==> src/rtl/mio_bus_ctrl_pkg.sv <==
// Shared constants for the MIO bus controller: FSM encodings,
// slot tag width and the default slot tag map.
package mio_bus_ctrl_pkg;

    localparam int TAG_W = 4;

    localparam logic [1:0] S_IDLE   = 2'd0;
    localparam logic [1:0] S_ACCESS = 2'd1;
    localparam logic [1:0] S_RESP   = 2'd2;

    localparam logic [TAG_W-1:0] TAG_RAM   = 4'h0;
    localparam logic [TAG_W-1:0] TAG_GPIOE = 4'hE;
    localparam logic [TAG_W-1:0] TAG_GPIOF = 4'hF;

    // Slot 1 (counter) sits at tag 1; packed as slot3..slot0.
    localparam logic [4*TAG_W-1:0] DEF_SLV_TAGS =
        {TAG_GPIOF, TAG_GPIOE, 4'h1, TAG_RAM};

    function automatic logic [7:0] sat_inc8(input logic [7:0] v);
        return (v == 8'hFF) ? v : v + 8'd1;
    endfunction

endpackage

==> src/rtl/mio_addr_decode.sv <==
// Address tag decoder: compares the upper address nibble against
// every slot tag; the lowest matching slot index wins.
module mio_addr_decode
    import mio_bus_ctrl_pkg::*;
#(
    parameter int                         N_SLV    = 4,
    parameter logic [TAG_W*N_SLV-1:0]     SLV_TAGS = DEF_SLV_TAGS
) (
    input  logic [TAG_W-1:0] tag_i,
    output logic [N_SLV-1:0] onehot_o,
    output logic             hit_o
);

    always_comb begin
        onehot_o = '0;
        hit_o    = 1'b0;
        // Walk downwards so the lowest matching slot overwrites last.
        for (int i = N_SLV - 1; i >= 0; i--) begin
            if (tag_i == SLV_TAGS[TAG_W*i +: TAG_W]) begin
                onehot_o    = '0;
                onehot_o[i] = 1'b1;
                hit_o       = 1'b1;
            end
        end
    end

endmodule

==> src/rtl/mio_bus_ctrl.sv <==
// Registered MIO bus controller: CPU req/ready handshake, slave
// select/ack handshake, access timeout and decode-miss error.
module mio_bus_ctrl
    import mio_bus_ctrl_pkg::*;
#(
    parameter int                     N_SLV    = 4,
    parameter int                     DW       = 32,
    parameter int                     AW       = 32,
    parameter logic [TAG_W*N_SLV-1:0] SLV_TAGS = DEF_SLV_TAGS,
    parameter int                     TIMEOUT  = 15,
    parameter logic [DW-1:0]          ERR_DATA = '0
) (
    input  logic                clk_i,
    input  logic                rst_ni,
    input  logic                cpu_req_i,
    input  logic                cpu_we_i,
    input  logic [AW-1:0]       cpu_addr_i,
    input  logic [DW-1:0]       cpu_wdata_i,
    input  logic [DW/8-1:0]     cpu_be_i,
    output logic                cpu_ready_o,
    output logic [DW-1:0]       cpu_rdata_o,
    output logic                cpu_err_o,
    output logic [N_SLV-1:0]    slv_sel_o,
    output logic                slv_we_o,
    output logic [AW-1:0]       slv_addr_o,
    output logic [DW-1:0]       slv_wdata_o,
    output logic [DW/8-1:0]     slv_be_o,
    input  logic [N_SLV*DW-1:0] slv_rdata_i,
    input  logic [N_SLV-1:0]    slv_ack_i,
    output logic [7:0]          err_count_o
);

    localparam logic [7:0] TMO_LAST = 8'(TIMEOUT - 1);

    logic [1:0]       state_q, state_d;
    logic [N_SLV-1:0] sel_q, sel_d;
    logic             we_q, we_d;
    logic [AW-1:0]    addr_q, addr_d;
    logic [DW-1:0]    wdata_q, wdata_d;
    logic [DW/8-1:0]  be_q, be_d;
    logic [7:0]       timer_q, timer_d;
    logic [DW-1:0]    rdata_q, rdata_d;
    logic             err_q, err_d;
    logic [7:0]       errcnt_q, errcnt_d;

    logic [N_SLV-1:0] dec_oh;
    logic             dec_hit;
    logic [DW-1:0]    rd_mux;
    logic             ack_sel;

    mio_addr_decode #(
        .N_SLV    (N_SLV),
        .SLV_TAGS (SLV_TAGS)
    ) u_dec (
        .tag_i    (cpu_addr_i[AW-1 -: TAG_W]),
        .onehot_o (dec_oh),
        .hit_o    (dec_hit)
    );

    // Only the selected slot's data and ack are ever looked at.
    always_comb begin
        rd_mux = '0;
        for (int i = 0; i < N_SLV; i++) begin
            if (sel_q[i]) begin
                rd_mux = rd_mux | slv_rdata_i[i*DW +: DW];
            end
        end
    end

    assign ack_sel = |(slv_ack_i & sel_q);

    always_comb begin
        state_d  = state_q;
        sel_d    = sel_q;
        we_d     = we_q;
        addr_d   = addr_q;
        wdata_d  = wdata_q;
        be_d     = be_q;
        timer_d  = timer_q;
        rdata_d  = rdata_q;
        err_d    = err_q;
        errcnt_d = errcnt_q;
        case (state_q)
            S_IDLE: begin
                if (cpu_req_i) begin
                    we_d    = cpu_we_i;
                    addr_d  = cpu_addr_i;
                    wdata_d = cpu_wdata_i;
                    be_d    = cpu_be_i;
                    timer_d = 8'd0;
                    if (dec_hit) begin
                        state_d = S_ACCESS;
                        sel_d   = dec_oh;
                    end else begin
                        state_d  = S_RESP;
                        rdata_d  = ERR_DATA;
                        err_d    = 1'b1;
                        errcnt_d = sat_inc8(errcnt_q);
                    end
                end
            end
            S_ACCESS: begin
                if (ack_sel) begin
                    state_d = S_RESP;
                    sel_d   = '0;
                    rdata_d = we_q ? '0 : rd_mux;
                    err_d   = 1'b0;
                end else if (timer_q == TMO_LAST) begin
                    state_d  = S_RESP;
                    sel_d    = '0;
                    rdata_d  = ERR_DATA;
                    err_d    = 1'b1;
                    errcnt_d = sat_inc8(errcnt_q);
                end else begin
                    timer_d = timer_q + 8'd1;
                end
            end
            S_RESP: begin
                state_d = S_IDLE;
                sel_d   = '0;
            end
            default: begin
                state_d = S_IDLE;
                sel_d   = '0;
            end
        endcase
    end

    always_ff @(posedge clk_i or negedge rst_ni) begin
        if (!rst_ni) begin
            state_q  <= S_IDLE;
            sel_q    <= '0;
            we_q     <= 1'b0;
            addr_q   <= '0;
            wdata_q  <= '0;
            be_q     <= '0;
            timer_q  <= 8'd0;
            rdata_q  <= '0;
            err_q    <= 1'b0;
            errcnt_q <= 8'd0;
        end else begin
            state_q  <= state_d;
            sel_q    <= sel_d;
            we_q     <= we_d;
            addr_q   <= addr_d;
            wdata_q  <= wdata_d;
            be_q     <= be_d;
            timer_q  <= timer_d;
            rdata_q  <= rdata_d;
            err_q    <= err_d;
            errcnt_q <= errcnt_d;
        end
    end

    assign cpu_ready_o = (state_q == S_RESP);
    assign cpu_rdata_o = rdata_q;
    assign cpu_err_o   = err_q;
    assign slv_sel_o   = sel_q;
    assign slv_we_o    = we_q & (state_q == S_ACCESS);
    assign slv_addr_o  = addr_q;
    assign slv_wdata_o = wdata_q;
    assign slv_be_o    = be_q;
    assign err_count_o = errcnt_q;

endmodule

==> config.mk <==
export PLATFORM = sky130hd
export DESIGN_NAME = mio_bus_ctrl
export DESIGN_NICKNAME = d
export VERILOG_FILES = /design/src/rtl/mio_bus_ctrl_pkg.sv /design/src/rtl/mio_addr_decode.sv /design/src/rtl/mio_bus_ctrl.sv
export SDC_FILE = /design/constraint.sdc
export NUM_CORES = 1
export LEC_CHECK = 0
export ABC_AREA = 1
export ABC_CLOCK_PERIOD_IN_PS = 1600
export CORE_MARGIN = 4
export CORE_UTILIZATION = 37
export CTS_BUF_LIST = sky130_fd_sc_hd__clkbuf_8
export DETAILED_ROUTE_END_ITERATION = 10
export GPL_TIMING_DRIVEN = 0
export PLACE_DENSITY = 0.89
export SETUP_SLACK_MARGIN = 0.15
export SYNTH_ARGS = -nofsm -noshare
export SYNTH_HDL_FRONTEND = slang
export SYNTH_HIERARCHICAL = 1
export SYNTH_SLANG_ARGS = --single-unit
==> constraint.sdc <==
create_clock -name clk_i -period 1.6 [get_ports clk_i]
set_clock_uncertainty 0.15 [all_clocks]
set_input_delay 0.24 -clock clk_i [delete_from_list [all_inputs] [get_ports clk_i]]
set_output_delay 0.24 -clock clk_i [all_outputs]
set_load 0.01 [all_outputs]
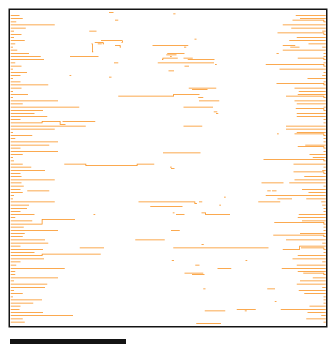
Figure 1: run 1, metal 3.
The bar under the picture is 50 um long.
main direction: horizontal
wire length on this layer: 2,280 um
nets with wire on the layer: 240
longest straight run: 40.7 um
met3 Resource Use GR: 8.586%
via count: 6,398
wirelength, routed: 24.16 mm

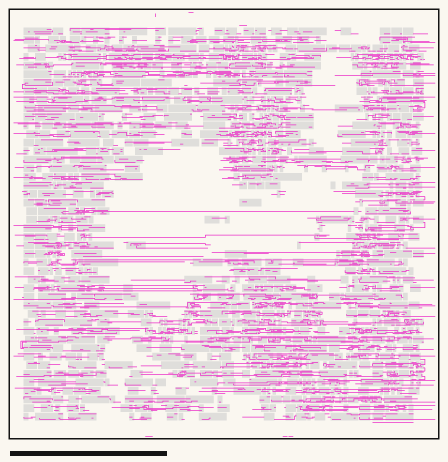
Figure 2: run 1, metal 1.
The bar under the picture is 50 um long. Cells faint in the background.
main direction: horizontal
share of all routed wire: 37%
longest straight run: 82.8 um
met1 usage in global routing: 26.96%

==> flow_summary.yaml, run 1 <==
# generated from flow reports
outcome:
  status: "complete, but fails checks"
  violations: "negative setup slack"
layout:
  nFillCells: 1209
  mi_logic_area_sq_um: 2855
  n_clock_buffer: 18
  nNonClkInverters: 21
  seq_share_pct: 30.00
  stdcell_count: 1289
  n_antenna_cell: 1
  signal_buffers: 410
  flop-count: 124
  dominant_cells: "non-clock buffers"
  comb_share_pct: 27.59
  syn2layout_area_growth_pct: 70.84
sta:
  final_min_period_over_clock_period_pct: 111.4
  finalHoldViolations: 0
  fin_ws_ns: -0.1819
  timing.hold.ws_ns: 0.1837
  worstMarginPinSlew_ns: 0.5127
  fmax_mhz: 561.2
  finalMaxSlewViolations: 0
  final-setup-viol-count: 88
cts:
  insertion_delay_ns: 0.44
  tritoncts: "built"
  clkSinkCount: 124
  cts_root_buf: "clkbuf_8"
  h-tree-depth: 4
detailed_routing:
  postRouteAntennaNets: 0
  wl_per_cell_um: 18.74
  drc: 0
logic_synthesis:
  xor_share_pct: 0.8674
  yosysWarnings: 6
  yosys-stat-area_sq_um: 6058
  ys.flop_type: "dfrtp_1"
  synth.cellmix.compoundShare_pct: 1.404
  synth.largest_area_cell: "dfrtp_1"
  ys_cells: 664
  syn-num-nets: 871
  fa_ha_area_share_pct: 0.6196
  netlist_logic_family_top: "simple AND/OR/NAND/NOR gates"
  synth_top_area_share_pct: 51.22
  syn_area_per_cell_sq_um: 9.124
place:
  gp_congestion: 0.8908
  dp.cells: 1199
die:
  core_region_area_sq_um: 15940
  num_io_pins: 319
  die_y_um: 136.0
  chipArea_sq_um: 18490
run:
  drv_cap: 0
setup_path:
  worst_setup_path_start_kind: "flip-flop"
  cpMaxStageDelayCell: "dfrtp_1"
  worstPathCellList: "inv_2 > buf_4 > nand2_2 > or2_4 > nand2_4 > nand3_4 > buf_12 > nand2_1 > nand2_1"
  critPathMaxFanout: 10
  path_class: "flip-flop to flip-flop"
grt:
  overflow: 0
  grt_pass1_wl_mm: 35.08
  grt_max_degree: 76
  grt_pass1_vias: 6603
pwr:
  combPwrFrac_pct: 48.0
  pg_comb_mw: 7.03
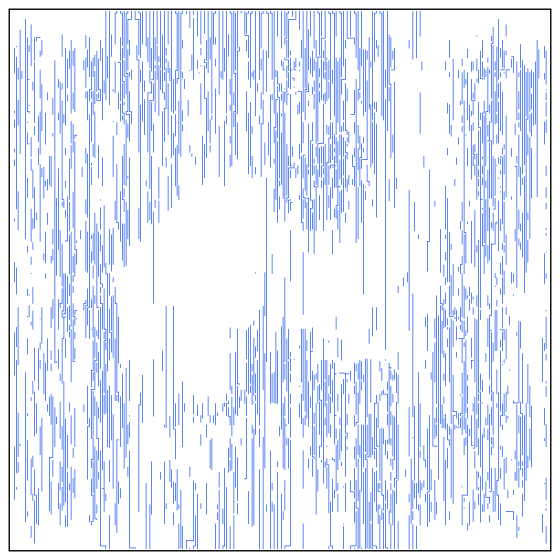
Figure 3: run 1, the metal 2 layer.
nets with wire on the layer: 1,103
longest straight run: 76.0 um
main direction: vertical
wire length on this layer: 12,100 um

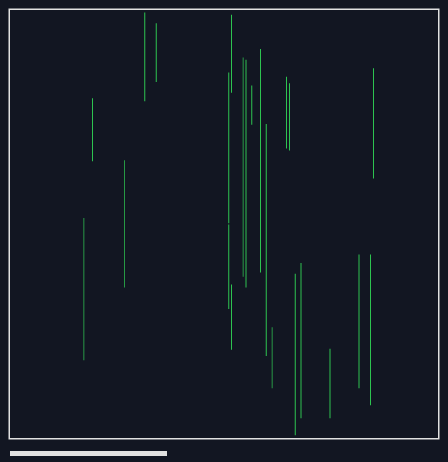
Figure 4: run 1, met4 routing.
The bar under the picture is 50 um long.
share of all routed wire: 3.6%
nets with wire on the layer: 20

## run 1: routing by layer
layer,up-vias,share of wire (%),global-route usage (%)
met5,-,0,0
met4,0,3.6,10.36
met3,51,9.5,8.586
met2,314,50,44.14
met1,3053,37,26.96
li1,2980,-,-
## run 1: metrics by stage
stage | utilization (%) | instance area (sq um) | setup TNS (ns)
global route | 64.92 | 10350 | -11.83
detailed placement | 60.03 | 9570 | -53.15
CTS | 63.54 | 10130 | -5.828
finish | 64.92 | 10350 | -6.305
floorplan | - | 6088 | 0
global placement | 59.85 | 9542 | -650.00
## run 1: worst paths after layout
kind	from	endpoint	slack [ns]	cells past startpoint
max reg2reg	state_q[0]	cpu_rdata_o[24]	-0.18	9
max	state_q[0]	cpu_rdata_o[24]	-0.18	9
min in group clk_i	cpu_addr_i[16]	slv_addr_o[16]	0.25	2
max in group asynchronous	rst_ni	slv_addr_o[30]	0.39	3
min	rst_ni	cpu_rdata_o[18]	0.18	2
min reg2reg	cpu_rdata_o[21]	cpu_rdata_o[21]	0.32	2
## run 1: flip-flops by register name, indices dropped and copies added (netlist names)
| register | flops |
|---|---|
| cpu_err_o | 1 |
| cpu_rdata_o | 32 |
| err_count_o | 8 |
| slv_addr_o | 32 |
| slv_be_o | 4 |
| slv_sel_o | 4 |
| slv_wdata_o | 32 |
| state_q | 2 |
| timer_q | 8 |
| we_q | 1 |
## run 1: timing repair
item                                    4_1_cts  5_1_grt
pin swaps                                     6        2
resized                                     523       28
hold buffers                                  1        0
endpoints found under the setup margin      238      127
buffers inserted                             39       10
gates cloned                                  7        1
hold endpoints to repair                     49        0
## run 1: worst max-delay path: cells and delay by family, from the launching register on
kind	cells	cell delay, ns
simple gates	6	0.68
buf+inv	3	0.44
flops	1	0.40
Figure 5. Clock wiring as the flow saved it (run 1).
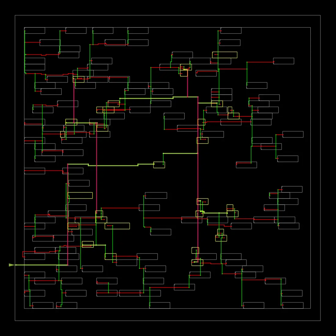

==> inputs of run 2 (changes only) <==
--- a/config.mk
+++ b/config.mk
@@ -5,10 +5,11 @@
 export SDC_FILE = /design/constraint.sdc
 export NUM_CORES = 1
 export LEC_CHECK = 0
-export ABC_AREA = 1
+export ABC_AREA = 0
 export ABC_CLOCK_PERIOD_IN_PS = 1600
+export CORE_ASPECT_RATIO = 1.75
 export CORE_MARGIN = 4
-export CORE_UTILIZATION = 37
+export CORE_UTILIZATION = 36
 export CTS_BUF_LIST = sky130_fd_sc_hd__clkbuf_8
 export DETAILED_ROUTE_END_ITERATION = 10
 export GPL_TIMING_DRIVEN = 0
@@ -16,5 +17,4 @@
 export SETUP_SLACK_MARGIN = 0.15
 export SYNTH_ARGS = -nofsm -noshare
 export SYNTH_HDL_FRONTEND = slang
-export SYNTH_HIERARCHICAL = 1
 export SYNTH_SLANG_ARGS = --single-unit
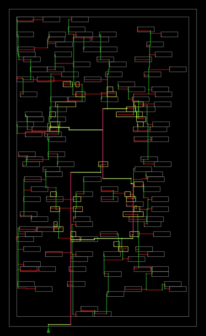
Figure 6: run 2, clock wiring as the flow saved it.
Inserted Clock Buffers: 17
CLK BUF: 17

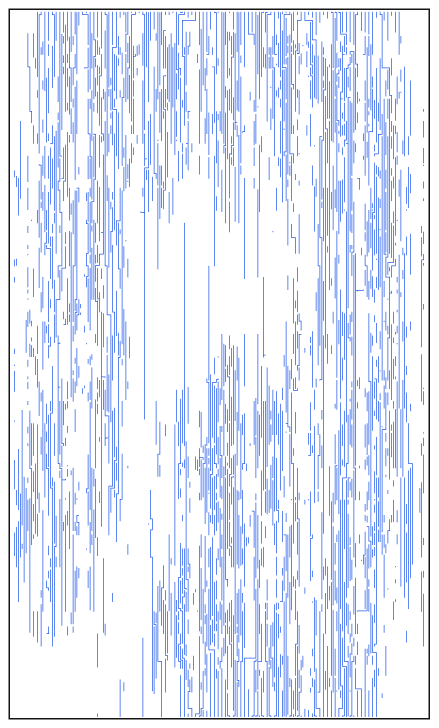
Figure 7: run 2, the metal 2 layer.
main direction: vertical
longest straight run: 61.4 um
grt met2 use: 47.77%
wirelength, routed: 23.75 mm
via count: 6,318

==> run 2 against run 1 <==
Effect of this change: the run still ends with negative setup slack left; hold slack worse by 0.094 ns; register-to-register slack worse by 0.37 ns; critical path type unchanged; utilization is 5.5 points higher; non-clock buffer count is 29 higher; total power is 8.2% higher; global-route usage is 0.79 points higher; clock power hardly changed; die size is 4.4% lower; largest power group unchanged; maximum frequency is 17% lower; count of clock-buffer cells in the layout is 1 lower.
==> flow_summary.yaml, run 2 <==
# generated from flow reports
outcome:
  status: "complete, but fails checks"
  violations: "negative setup slack"
sta:
  final_min_period_over_clock_period_pct: 134.5
  finalHoldViolations: 0
  finalMaxSlewViolations: 0
  period_minus_slack_ns: 2.152
  worstMarginPinSlew_ns: 0.6171
  fmax_mhz: 464.6
  timing.hold.ws_ns: 0.08956
  fin_setup_tns_ns: -39.08
  fin_ws_ns: -0.5524
  final-setup-viol-count: 127
  rsz0062_at_grt: "yes"
die:
  die_w_um: 102.2
  core_region_area_sq_um: 15310
  num_io_pins: 319
  initial_core_util_pct: 36.50
  die_y_um: 172.9
  chipArea_sq_um: 17670
detailed_routing:
  highest_layer: "met4"
  wl_per_cell_um: 19.48
  met1Wirelength_mm: 7.898
  vias_per_cell: 5.183
  initialDrtViolationCount: 169
  dr_wl_met2_mm: 13.15
  drc: 0
  postRouteAntennaNets: 0
  route.met3.wl_mm: 1.707
layout:
  layout_top_cell: "clkdlybuf4s50_1"
  drive_gt1_share_pct: 39.01
  syn2layout_area_growth_pct: 93.04
  nets: 1227
  stdcell_count: 1219
  final_cell_mix: "clkdlybuf4s50_1, nand2_1, dfrtp_1"
  nFillCells: 1073
  fin_area_sq_um: 10790
  fin_util_pct: 70.47
  n_antenna_cell: 0
logic_synthesis:
  common_cells: "nand2_1, dfrtp_1, a22oi_1"
  numSynthFlops: 124
  syn_area_sq_um: 5590
  syn-num-nets: 809
  simple_gate_area_share_pct: 22.16
  fa_ha_area_share_pct: 0.6714
  ys_cells: 602
  netlist_logic_family_top: "simple AND/OR/NAND/NOR gates"
  syn_inst: 602
  ys_seq_share_pct: 55.51
  mux_share_pct: 0.8057
  async_flop_share_pct: 100.0
  xor_share_pct: 1.410
  synth-edff-count: 0
  yosys-stat-area_sq_um: 5590
  synth_top_area_share_pct: 55.51
  ys.flop_type: "dfrtp_1"
  syn_area_per_cell_sq_um: 9.286
  yosysWarnings: 0
  synth.cellmix.compoundShare_pct: 15.94
  synth.largest_area_cell: "dfrtp_1"
  synth_cell_type_count: 39
setup_path:
  reg2regPathDepth: 7
  worst_setup_path_start_kind: "flip-flop"
  endpoint: "cpu_rdata_o[19]"
  r2r_setup_slack_ns: -0.55
  path_class: "flip-flop to flip-flop"
  crit_start: "timer_q[7]"
  end_kind: "flip-flop"
  rr_startpoint: "timer_q[7]"
  arrival_ns: 2.30
  reg2reg_to: "cpu_rdata_o[19]"
  critPathMaxFanout: 10
  cp_data_required_time_ns: 1.75
place:
  dp.cells: 1107
  gp_congestion: 0.8429
  port_buffers: 318
  placed_cell_area_sq_um: 9136
grt:
  grt_max_degree: 64
  busiest_layer: "met2"
  grt_pass1_vias: 6806
  grtUsageTotal_pct: 25.63
  grtUsageMet3_pct: 6.702
  gr-usage-met1_pct: 25.65
  overflow: 0
  grt_pass1_wl_mm: 35.25
pwr:
  power_mw: 15.86
  p_per_area_nw_per_um2: 1469
  irDropWorstVdd_mv: 1.165
cts:
  tritoncts: "built"
  clk_pin_slew_ns: 0.08
  clkSinkCount: 124
  cts_buffer_depth: 2
  cts_root_buf: "clkbuf_8"
  h-tree-depth: 4
  insertion_delay_ns: 0.42
run:
  drv_cap: 0
  tool_warnings: 30
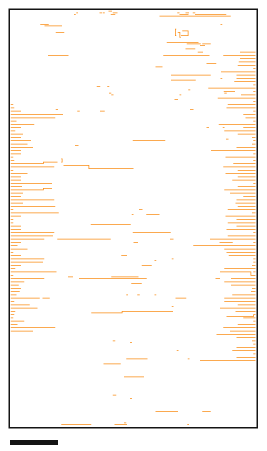
Figure 8: run 2, metal 3.
The bar under the picture is 20 um long.
longest straight run: 29.2 um
nets with wire on the layer: 218
main direction: horizontal
wire length on this layer: 1,710 um

==> run 2: cell count changes in the layout (fill, tap and decap cells not counted), moves of 12 or more <==
cell     before  now
nor2_1       21    7
nand3_1      36    3
buf_6        18   30
a22o_1        0   32
mux2_2       63    0
a22oi_1       0   64
nand2_4       6   37
nand2_1     261  141
nand2_2       8   66
nand4_1      41    6
==> run 2: repair_timing <==
item,4_1_cts,5_1_grt
endpoints found under the hold margin,61,0
cloned,8,4
gates resized,599,157
pin swaps,76,46
endpoints found under the setup margin,239,140
setup buffers,47,20
hold buffers,1,0
==> run 2: worst min-delay path by stage <==
stage	start	endpoint	slack [ns]	depth (start not counted)
after floorplan	rst_ni	cpu_err_o	-0.21	0
after global placement	slv_addr_o[30]	slv_addr_o[30]	0.31	2
after detailed placement	rst_ni	err_count_o[3]	0.12	1
after CTS	cpu_addr_i[29]	slv_addr_o[29]	0.05	3
after global routing	cpu_addr_i[29]	slv_addr_o[29]	0.08	3
final	cpu_addr_i[29]	slv_addr_o[29]	0.09	3
==> run 2: final cells by class <==
cell class,count,area [sq um],share of cell area [%]
Buffer,41,459.2,4.255
Clock buffer,17,234.0,2.168
Clock inverter,15,188.9,1.751
Inverter,5,18.77,0.1739
Multi-Input combinational cell,433,3020,27.99
Sequential cell,124,3107,28.79
Tap cell,186,232.7,2.157
Timing Repair Buffer,398,3531,32.72
==> run 2: worst max-delay path, cell delays in order, from the launching register on <==
cell and delay (ns):
dfrtp_1 0.39, and4bb_1 0.28, and4bb_2 0.30, nor3_4 0.06, or3_1 0.32, buf_6 0.15
buf_8 0.14, a22o_1 0.24
==> run 2: power by group <==
group	internal (mW)	leakage (nW)	switching, mW
Combinational	4.05	3.62	4.12
Sequential	4.14	1.60	0.596
Clock	1.57	0.212	1.38
No activity file was given, so power comes from the tool's default toggle rates.
